$ cat src/rtl/cdr_phase_tracker_if.sv
// rtl/cdr_phase_tracker_if.sv - stream channel carrying recovered words out of cdr_phase_tracker
interface cdr_phase_tracker_if #(
    parameter int TDATA_WIDTH = 8
);
    logic                   m_tvalid;
    logic                   m_tready;
    logic [TDATA_WIDTH-1:0] m_tdata;

    modport master (output m_tvalid, output m_tdata, input m_tready);
    modport slave  (input m_tvalid, input m_tdata, output m_tready);
endinterface

$ cat src/rtl/cdr_phase_tracker.sv
// rtl/cdr_phase_tracker.sv - oversampling CDR back end: edge detect, phase track, deserialise, FIFO
// Optional two-event phase hysteresis enabled by defining CDR_PHASE_HYSTERESIS_EN.
module cdr_phase_tracker #(
    parameter int N_PHASES    = 4,
    parameter int TDATA_WIDTH = 8,
    parameter int FIFO_DEPTH  = 4,
    parameter int LOCK_COUNT  = 16
) (
    input  logic                        aclk,
    input  logic                        aresetn,
    input  logic [N_PHASES-1:0]         s_samples,
    cdr_phase_tracker_if.master         m,
    output logic                        locked,
    output logic [$clog2(N_PHASES)-1:0] phase,
    output logic                        overflow
);
    localparam int PW = $clog2(N_PHASES);
    localparam int CW = $clog2(TDATA_WIDTH + 2);
    localparam int LW = $clog2(LOCK_COUNT + 1);
    localparam int AW = $clog2(FIFO_DEPTH);
    localparam logic [PW-1:0] HALF_P   = PW'(N_PHASES / 2);
    localparam logic [LW-1:0] LOCK_MAX = LW'(LOCK_COUNT);

    localparam logic [0:0] ST_ACQ   = 1'b0;
    localparam logic [0:0] ST_TRACK = 1'b1;

    logic [N_PHASES-1:0] s_q;
    logic                l_q;

    always_ff @(posedge aclk or negedge aresetn) begin
        if (!aresetn) begin
            s_q <= '0;
            l_q <= 1'b0;
        end else begin
            s_q <= s_samples;
            l_q <= s_q[N_PHASES-1];
        end
    end

    logic [N_PHASES-1:0] trans;
    logic [PW-1:0]       e_pos;
    logic [PW-1:0]       cand;
    logic                edge_ev;

    always_comb begin
        trans = s_q ^ {s_q[N_PHASES-2:0], l_q};
        e_pos = '0;
        for (int i = 0; i < N_PHASES; i++) begin
            if (trans[i]) e_pos = PW'(i);
        end
        edge_ev = $onehot(trans);
        cand    = e_pos + HALF_P;
    end

    logic [0:0]    state_q, state_d;
    logic [PW-1:0] p_q, p_d;
    logic [LW-1:0] lcnt_q, lcnt_d;
    logic          locked_q;
    logic [1:0]    nb_q, nb_d;
    logic          b0_q, b0_d, b1_q, b1_d;
`ifdef CDR_PHASE_HYSTERESIS_EN
    logic [PW-1:0] pend_q, pend_d;
    logic          pend_v_q, pend_v_d;
`endif

    always_comb begin
        state_d = state_q;
        p_d     = p_q;
        lcnt_d  = lcnt_q;
        nb_d    = 2'd0;
        b0_d    = 1'b0;
        b1_d    = 1'b0;
`ifdef CDR_PHASE_HYSTERESIS_EN
        pend_d   = pend_q;
        pend_v_d = pend_v_q;
`endif
        if (state_q == ST_ACQ) begin
            if (edge_ev) begin
                state_d = ST_TRACK;
                p_d     = cand;
                lcnt_d  = '0;
                nb_d    = 2'd1;
                b0_d    = s_q[cand];
`ifdef CDR_PHASE_HYSTERESIS_EN
                pend_v_d = 1'b0;
`endif
            end
        end else begin
            if (edge_ev) begin
`ifdef CDR_PHASE_HYSTERESIS_EN
                // A disagreeing candidate must repeat on the next edge event to be adopted
                if (cand == p_q) begin
                    pend_v_d = 1'b0;
                end else if (pend_v_q && pend_q == cand) begin
                    p_d      = cand;
                    pend_v_d = 1'b0;
                end else begin
                    pend_d   = cand;
                    pend_v_d = 1'b1;
                end
`else
                p_d = cand;
`endif
                if (p_d != p_q)
                    lcnt_d = '0;
                else if (lcnt_q < LOCK_MAX)
                    lcnt_d = lcnt_q + LW'(1);
            end
            if (p_q > p_d && (p_q - p_d) > HALF_P) begin
                nb_d = 2'd0;
            end else if (p_d > p_q && (p_d - p_q) > HALF_P) begin
                nb_d = 2'd2;
                b0_d = s_q[p_q];
                b1_d = s_q[p_d];
            end else begin
                nb_d = 2'd1;
                b0_d = s_q[p_d];
            end
        end
    end

    always_ff @(posedge aclk or negedge aresetn) begin
        if (!aresetn) begin
            state_q  <= ST_ACQ;
            p_q      <= '0;
            lcnt_q   <= '0;
            locked_q <= 1'b0;
            nb_q     <= 2'd0;
            b0_q     <= 1'b0;
            b1_q     <= 1'b0;
        end else begin
            state_q  <= state_d;
            p_q      <= p_d;
            lcnt_q   <= lcnt_d;
            locked_q <= (lcnt_d >= LOCK_MAX);
            nb_q     <= nb_d;
            b0_q     <= b0_d;
            b1_q     <= b1_d;
        end
    end

`ifdef CDR_PHASE_HYSTERESIS_EN
    always_ff @(posedge aclk or negedge aresetn) begin
        if (!aresetn) begin
            pend_q   <= '0;
            pend_v_q <= 1'b0;
        end else begin
            pend_q   <= pend_d;
            pend_v_q <= pend_v_d;
        end
    end
`endif

    assign phase  = p_q;
    assign locked = locked_q;

    logic [TDATA_WIDTH:0]   sr_q, sr_d;
    logic [CW-1:0]          cnt_q, cnt_d;
    logic                   push_q, push_d;
    logic [TDATA_WIDTH-1:0] word_q, word_d;

    // Bits enter at the MSB; a count of W+1 means the newest bit belongs to the next word
    always_comb begin
        sr_d   = sr_q;
        cnt_d  = cnt_q;
        push_d = 1'b0;
        word_d = word_q;
        if (nb_q == 2'd1) begin
            sr_d  = {b0_q, sr_q[TDATA_WIDTH:1]};
            cnt_d = cnt_q + CW'(1);
        end else if (nb_q == 2'd2) begin
            sr_d  = {b1_q, b0_q, sr_q[TDATA_WIDTH:2]};
            cnt_d = cnt_q + CW'(2);
        end
        if (cnt_d == CW'(TDATA_WIDTH)) begin
            push_d = 1'b1;
            word_d = sr_d[TDATA_WIDTH:1];
            cnt_d  = '0;
        end else if (cnt_d == CW'(TDATA_WIDTH + 1)) begin
            push_d = 1'b1;
            word_d = sr_d[TDATA_WIDTH-1:0];
            cnt_d  = CW'(1);
        end
    end

    always_ff @(posedge aclk or negedge aresetn) begin
        if (!aresetn) begin
            sr_q   <= '0;
            cnt_q  <= '0;
            push_q <= 1'b0;
            word_q <= '0;
        end else begin
            sr_q   <= sr_d;
            cnt_q  <= cnt_d;
            push_q <= push_d;
            word_q <= word_d;
        end
    end

    logic [TDATA_WIDTH-1:0] mem_q [FIFO_DEPTH];
    logic [AW:0]            wr_q, rd_q;
    logic                   ovf_q;
    logic                   empty, full, pop, do_push;

    always_comb begin
        empty   = (wr_q == rd_q);
        full    = (wr_q[AW] != rd_q[AW]) && (wr_q[AW-1:0] == rd_q[AW-1:0]);
        pop     = !empty && m.m_tready;
        do_push = push_q && (!full || pop);
    end

    always_ff @(posedge aclk or negedge aresetn) begin
        if (!aresetn) begin
            for (int i = 0; i < FIFO_DEPTH; i++) mem_q[i] <= '0;
            wr_q  <= '0;
            rd_q  <= '0;
            ovf_q <= 1'b0;
        end else begin
            if (do_push) begin
                mem_q[wr_q[AW-1:0]] <= word_q;
                wr_q                <= wr_q + (AW+1)'(1);
            end
            if (pop) rd_q <= rd_q + (AW+1)'(1);
            if (push_q && full && !pop) ovf_q <= 1'b1;
        end
    end

    assign m.m_tvalid = !empty;
    assign m.m_tdata  = empty ? '0 : mem_q[rd_q[AW-1:0]];
    assign overflow   = ovf_q;
endmodule

$ cat src/flat_wrapper.sv
// flat-port wrapper written by rule: the top's interface ports become plain ports
module cdr_phase_tracker_flat 
#(
    parameter int N_PHASES    = 4,
    parameter int TDATA_WIDTH = 8,
    parameter int FIFO_DEPTH  = 4,
    parameter int LOCK_COUNT  = 16
)
  (aclk, aresetn, s_samples, locked, phase, overflow, m_m_tvalid, m_m_tdata, m_m_tready);
  cdr_phase_tracker_if #(.TDATA_WIDTH(TDATA_WIDTH)) m_i ();
  input  logic aclk;
  input  logic aresetn;
  input  logic [N_PHASES-1:0] s_samples;
  output logic locked;
  output logic [$clog2(N_PHASES)-1:0] phase;
  output logic overflow;
  output wire logic [$bits(m_i.m_tvalid)-1:0] m_m_tvalid;
  output wire logic [$bits(m_i.m_tdata)-1:0] m_m_tdata;
  input wire logic [$bits(m_i.m_tready)-1:0] m_m_tready;
  assign m_m_tvalid = m_i.m_tvalid;
  assign m_m_tdata = m_i.m_tdata;
  assign m_i.m_tready = m_m_tready;
  cdr_phase_tracker #(.N_PHASES(N_PHASES), .TDATA_WIDTH(TDATA_WIDTH), .FIFO_DEPTH(FIFO_DEPTH), .LOCK_COUNT(LOCK_COUNT)) u_core (.aclk(aclk), .aresetn(aresetn), .s_samples(s_samples), .m(m_i), .locked(locked), .phase(phase), .overflow(overflow));
endmodule
$ cat config.mk
export PLATFORM = sky130hd
export DESIGN_NAME = cdr_phase_tracker_flat
export DESIGN_NICKNAME = d
export VERILOG_FILES = /design/src/rtl/cdr_phase_tracker_if.sv /design/src/rtl/cdr_phase_tracker.sv /design/src/flat_wrapper.sv
export SDC_FILE = /design/constraint.sdc
export NUM_CORES = 1
export LEC_CHECK = 0
export CORE_MARGIN = 4
export CORE_UTILIZATION = 60
export DETAILED_ROUTE_END_ITERATION = 10
export PLACE_DENSITY = 0.9
export SLEW_MARGIN = 25
export SYNTH_ARGS = -nofsm -noshare
export SYNTH_HDL_FRONTEND = slang
export SYNTH_SLANG_ARGS = --single-unit
$ cat constraint.sdc
create_clock -name aclk -period 4.5 [get_ports aclk]
set_input_delay 0.9 -clock aclk [delete_from_list [all_inputs] [get_ports aclk]]
set_output_delay 0.9 -clock aclk [all_outputs]
set_load 0.005 [all_outputs]
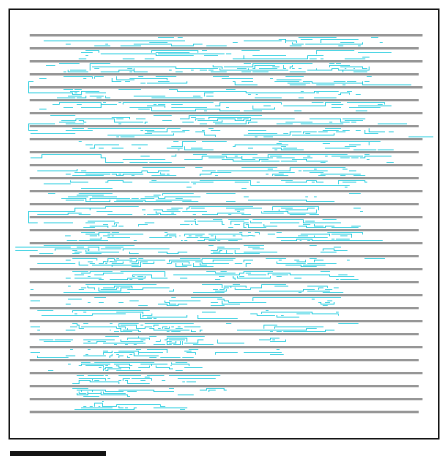
(images/layer_met1.png)
Scale bar: 20 um. Supply wires on this layer in gray.
nets with wire on the layer = 338
share of all routed wire = 46%
wire length on this layer = 3,430 um
Final Routed Wirelength: 7536 um
met1 routing resource usage after global routing: 0.2870
Vias: 2,526

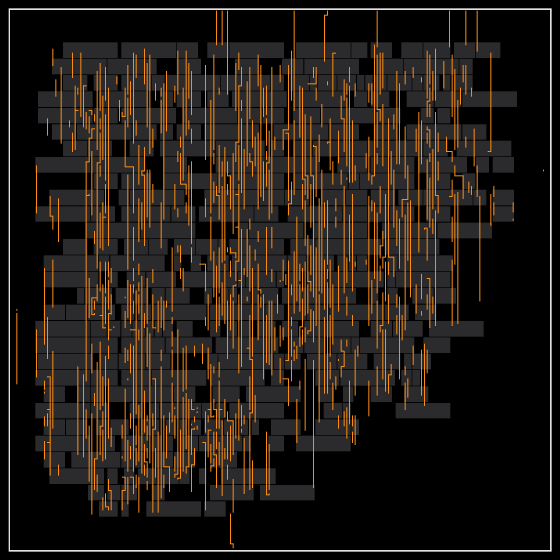
(images/layer_met2.png)
wire length on this layer = 3,740 um
main direction = vertical
nets with wire on the layer = 321
share of all routed wire = 50%
longest straight run = 36.4 um
met2 usage in global routing: 0.3331

==> flow_results.xml <==
<?xml version="1.0" encoding="UTF-8"?>
<metrics>
  <group name="status">
    <metric name="run_status" unit="">complete, no violations</metric>
  </group>
  <group name="routing">
    <metric name="wl_met3" unit="um">241</metric>
    <metric name="first_pass_iters" unit="">4</metric>
    <metric name="topRoutingLayerUsed" unit="">met4</metric>
    <metric name="antenna_violating_nets_post_route" unit="">0</metric>
    <metric name="drt_iter0_markers" unit="">167</metric>
    <metric name="drt-met1-wl" unit="um">3429</metric>
    <metric name="routed_wire_length_per_instance" unit="um">18.03</metric>
  </group>
  <group name="flow_run">
    <metric name="number_of_max_cap_violations" unit="">0</metric>
    <metric name="tool_warnings" unit="">29</metric>
  </group>
  <group name="clocking">
    <metric name="postCtsSetupBuffers" unit="">0</metric>
    <metric name="ctsResizeCount" unit="">0</metric>
    <metric name="tritoncts" unit="">built</metric>
    <metric name="cts-buffers-inserted" unit="">9</metric>
    <metric name="holdBufCountCts" unit="">0</metric>
    <metric name="htreeDepth" unit="">3</metric>
    <metric name="clock-sinks" unit="">78</metric>
    <metric name="clock_tree.root_cell" unit="">clkbuf_8</metric>
  </group>
  <group name="sta">
    <metric name="final_cycle_share" unit="">0.9200</metric>
    <metric name="layout_min_cycle_time" unit="ps">4140</metric>
    <metric name="grt_setup_unrepaired" unit="">no</metric>
    <metric name="slew_headroom" unit="">0.4380</metric>
    <metric name="setup_total_negative_slack" unit="ps">0</metric>
    <metric name="tightest_slew" unit="ps">840.2</metric>
    <metric name="final.setup_skew" unit="ps">12.74</metric>
    <metric name="fmaxAchievable" unit="MHz">241.5</metric>
    <metric name="hold_slack" unit="ps">458.2</metric>
    <metric name="report.final.slew_viol_count" unit="">0</metric>
    <metric name="report.final.setup_viol" unit="">0</metric>
  </group>
  <group name="synthesis">
    <metric name="synth_seq_share" unit="">0.4884</metric>
    <metric name="synth.net_count" unit="">342</metric>
    <metric name="yosys_most_used_dff" unit="">dfrtp_1</metric>
    <metric name="ys_area" unit="sq um">3996</metric>
    <metric name="yosysCellCount" unit="">321</metric>
    <metric name="postSynthRegisterBits" unit="">78</metric>
    <metric name="post_synth_tally_of_flip_flops_with_integrated_enable" unit="">0</metric>
    <metric name="post_synth.cell_area_avg" unit="sq um">12.45</metric>
    <metric name="synthesis.area" unit="sq um">3996</metric>
    <metric name="ys_types" unit="">55</metric>
    <metric name="netlist_instances" unit="">321</metric>
    <metric name="synth_warnings" unit="">0</metric>
  </group>
  <group name="critical_path">
    <metric name="r2r_end" unit="">u_core.b0_q</metric>
    <metric name="timing.reg2reg.setup_slack" unit="ps">360</metric>
    <metric name="critPathMaxFanout" unit="">12</metric>
    <metric name="endpoint_arrival_time_on_the_critical_path" unit="ps">4410</metric>
    <metric name="worstReg2RegStart" unit="">u_core.s_q[1]</metric>
    <metric name="setup.worst_path.start_class" unit="">register</metric>
    <metric name="critical_path_class" unit="">reg2reg</metric>
    <metric name="timing.critical_path.to_type" unit="">register</metric>
    <metric name="worstPathRequired" unit="ps">4770</metric>
    <metric name="worst-r2r-cell-count" unit="">15</metric>
  </group>
  <group name="finish">
    <metric name="largest_reg_flops" unit="">32</metric>
    <metric name="insertedDiodeCount" unit="">0</metric>
    <metric name="final_net_count" unit="">358</metric>
    <metric name="layout.area.seq" unit="sq um">1952</metric>
    <metric name="registers.top_by_ff_count" unit="">u_core.mem_q</metric>
    <metric name="num-fill-cells" unit="">433</metric>
    <metric name="biggestRegsByFlops" unit="">u_core.mem_q (32), u_core.sr_q (9), u_core.word_q (8)</metric>
    <metric name="final_layout_size_suffix_gt1_frac" unit="">0.2405</metric>
    <metric name="multi_input_comb_area" unit="sq um">1907</metric>
    <metric name="areaGrowthSynthToFinish" unit="%">10.52</metric>
  </group>
  <group name="floorplanning">
    <metric name="placeable_core_area" unit="sq um">6422</metric>
    <metric name="width_of_the_die" unit="um">89.61</metric>
    <metric name="die-height" unit="um">89.61</metric>
    <metric name="die_outline_area" unit="sq um">8030</metric>
    <metric name="rows" unit="">29</metric>
    <metric name="io-pin-count" unit="">20</metric>
    <metric name="floorplanUtilization" unit="">0.6222</metric>
  </group>
  <group name="min_path">
    <metric name="hold_path_depth" unit="">1</metric>
    <metric name="hold_class" unit="">reg2reg</metric>
    <metric name="worst_hold_path.endpoint" unit="">u_core.overflow</metric>
  </group>
  <group name="global_routing">
    <metric name="antenna_found_initial" unit="">0</metric>
    <metric name="grt_pass1_wl" unit="um">12610</metric>
    <metric name="track_usage" unit="">0.2095</metric>
    <metric name="via_count_of_the_first_global_routing_pass" unit="">2582</metric>
    <metric name="total_grt_overflow" unit="">0</metric>
  </group>
  <group name="pwr">
    <metric name="p_sw" unit="mW">1.151</metric>
    <metric name="p_int" unit="mW">1.979</metric>
    <metric name="power-per-cell-area" unit="nW/um^2">708.7</metric>
    <metric name="vdd_ir_drop_max" unit="mV">0.3711</metric>
    <metric name="comb_power_share" unit="">0.413</metric>
    <metric name="clockPowerShare" unit="">0.181</metric>
  </group>
  <group name="placed_design">
    <metric name="port-buffer-count" unit="">19</metric>
    <metric name="place.gp.congestion" unit="">0.8940</metric>
  </group>
</metrics>
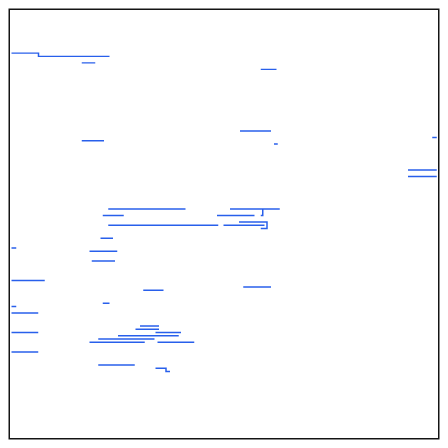
(images/layer_met3.png)
share of all routed wire = 3.2%
nets with wire on the layer = 27
wire length on this layer = 242 um
main direction = horizontal
global routing met3 resource utilization: 0.03376

-- worst max-delay path, stage by stage, from the launching register on --
cell,delay [ps]
dfrtp_1,490
nor2b_1,230
or2_2,300
ha_1,300
ha_1,190
fa_1,470
or3b_4,490
a21oi_1,210
a21o_2,170
inv_2,60
fa_1,480
nor4b_1,250
o21ai_0,160
inv_1,110
a21oi_1,70
o21ai_1,90
-- worst max-delay path by stage --
stage,to,from
2_1_floorplan,u_core.b0_q,u_core.s_q[1]
3_3_place_gp,u_core.b0_q,u_core.s_q[1]
3_5_place_dp,u_core.b0_q,u_core.s_q[1]
4_1_cts,u_core.b0_q,u_core.s_q[1]
5_1_grt,u_core.b0_q,u_core.s_q[1]
6_report,u_core.b0_q,u_core.s_q[1]
-- placed cells by master (no fill, tap or decap), types with 2 or more instances in the layout --
master,count
a21oi_1,12
nor2b_1,5
mux4_2,9
or2_2,2
bufinv_16,2
inv_1,15
nand2_2,3
o21ai_0,14
clkdlybuf4s50_1,18
xnor2_1,8
nand2_1,13
nand2b_1,3
o22a_1,4
and2_1,8
ha_1,11
dfrtp_1,78
a21o_1,3
nand3_1,2
nor2_1,9
o21ai_1,3
or3_1,3
nand3b_1,4
clkinv_2,2
mux2_2,43
nor4_1,2
mux2i_1,15
o2bb2ai_1,2
o22ai_1,2
fa_1,3
xor2_1,8
clkbuf_8,9
-- through the flow --
| stage | area, sq um | util | instances | setup WS [ps] |
|---|---|---|---|---|
| floorplan | 3996 | - | 321 | 689.3 |
| global placement | 4200 | 0.6540 | 403 | 541.0 |
| detailed placement | 4200 | 0.6540 | 403 | 345.0 |
| CTS | 4410 | 0.6867 | 418 | 298.7 |
| global route | 4417 | 0.6877 | 418 | 111.6 |
| finish | 4417 | 0.6877 | 418 | 359.8 |
-- power groups by stage --
stage                     clock network (mW)  registers (mW)  logic, mW
after floorplan                            0            1.12       1.06
after global placement                     0            1.25       1.21
after detailed placement                   0            1.28       1.27
after CTS                              0.572            1.27       1.30
after global routing                   0.604            1.31       1.44
final                                  0.568            1.27       1.29
-- synth_stat cells (all sizes together), types with 8 or more instances --
cell type	number	area, sq um
nor2	9	33.78
a21oi	12	60.06
mux4	9	202.7
dfrtp	78	1952
buf	10	63.81
inv	16	60.05
xor2	8	70.07
o21ai	17	85.08
nand2	17	78.83
mux2i	15	150.1
mux2	43	484.2
and2	8	50.05
xnor2	8	70.07
ha	11	137.6
-- area by class of cell --
type | instances | share of cell area
clock buffers | 9 | 0.02805
clock inverters | 6 | 0.01955
inverters | 16 | 0.01360
multi-input cells | 213 | 0.4317
flip-flops and latches | 78 | 0.4419
well taps | 77 | 0.02181
repair buffers | 19 | 0.04334
-- logic make-up (layout without fill, tap and decap cells) --
group,after synthesis,in the layout,share of synthesized area
flops,78,78,0.4884
mux,67,67,0.2095
simple gates,65,65,0.09769
compound gates,51,51,0.08485
buf+inv,30,50,0.03506
xor+xnor,16,16,0.03507
fa+ha+maj,14,14,0.04947
-- layer usage --
metal | vias up | track usage
met4 | 0 | 0.09066
met5 | - | 0
met3 | 14 | 0.03376
li1 | 1176 | -
met2 | 55 | 0.3331
met1 | 1281 | 0.2870
Power is estimated from default activity; no workload was simulated.
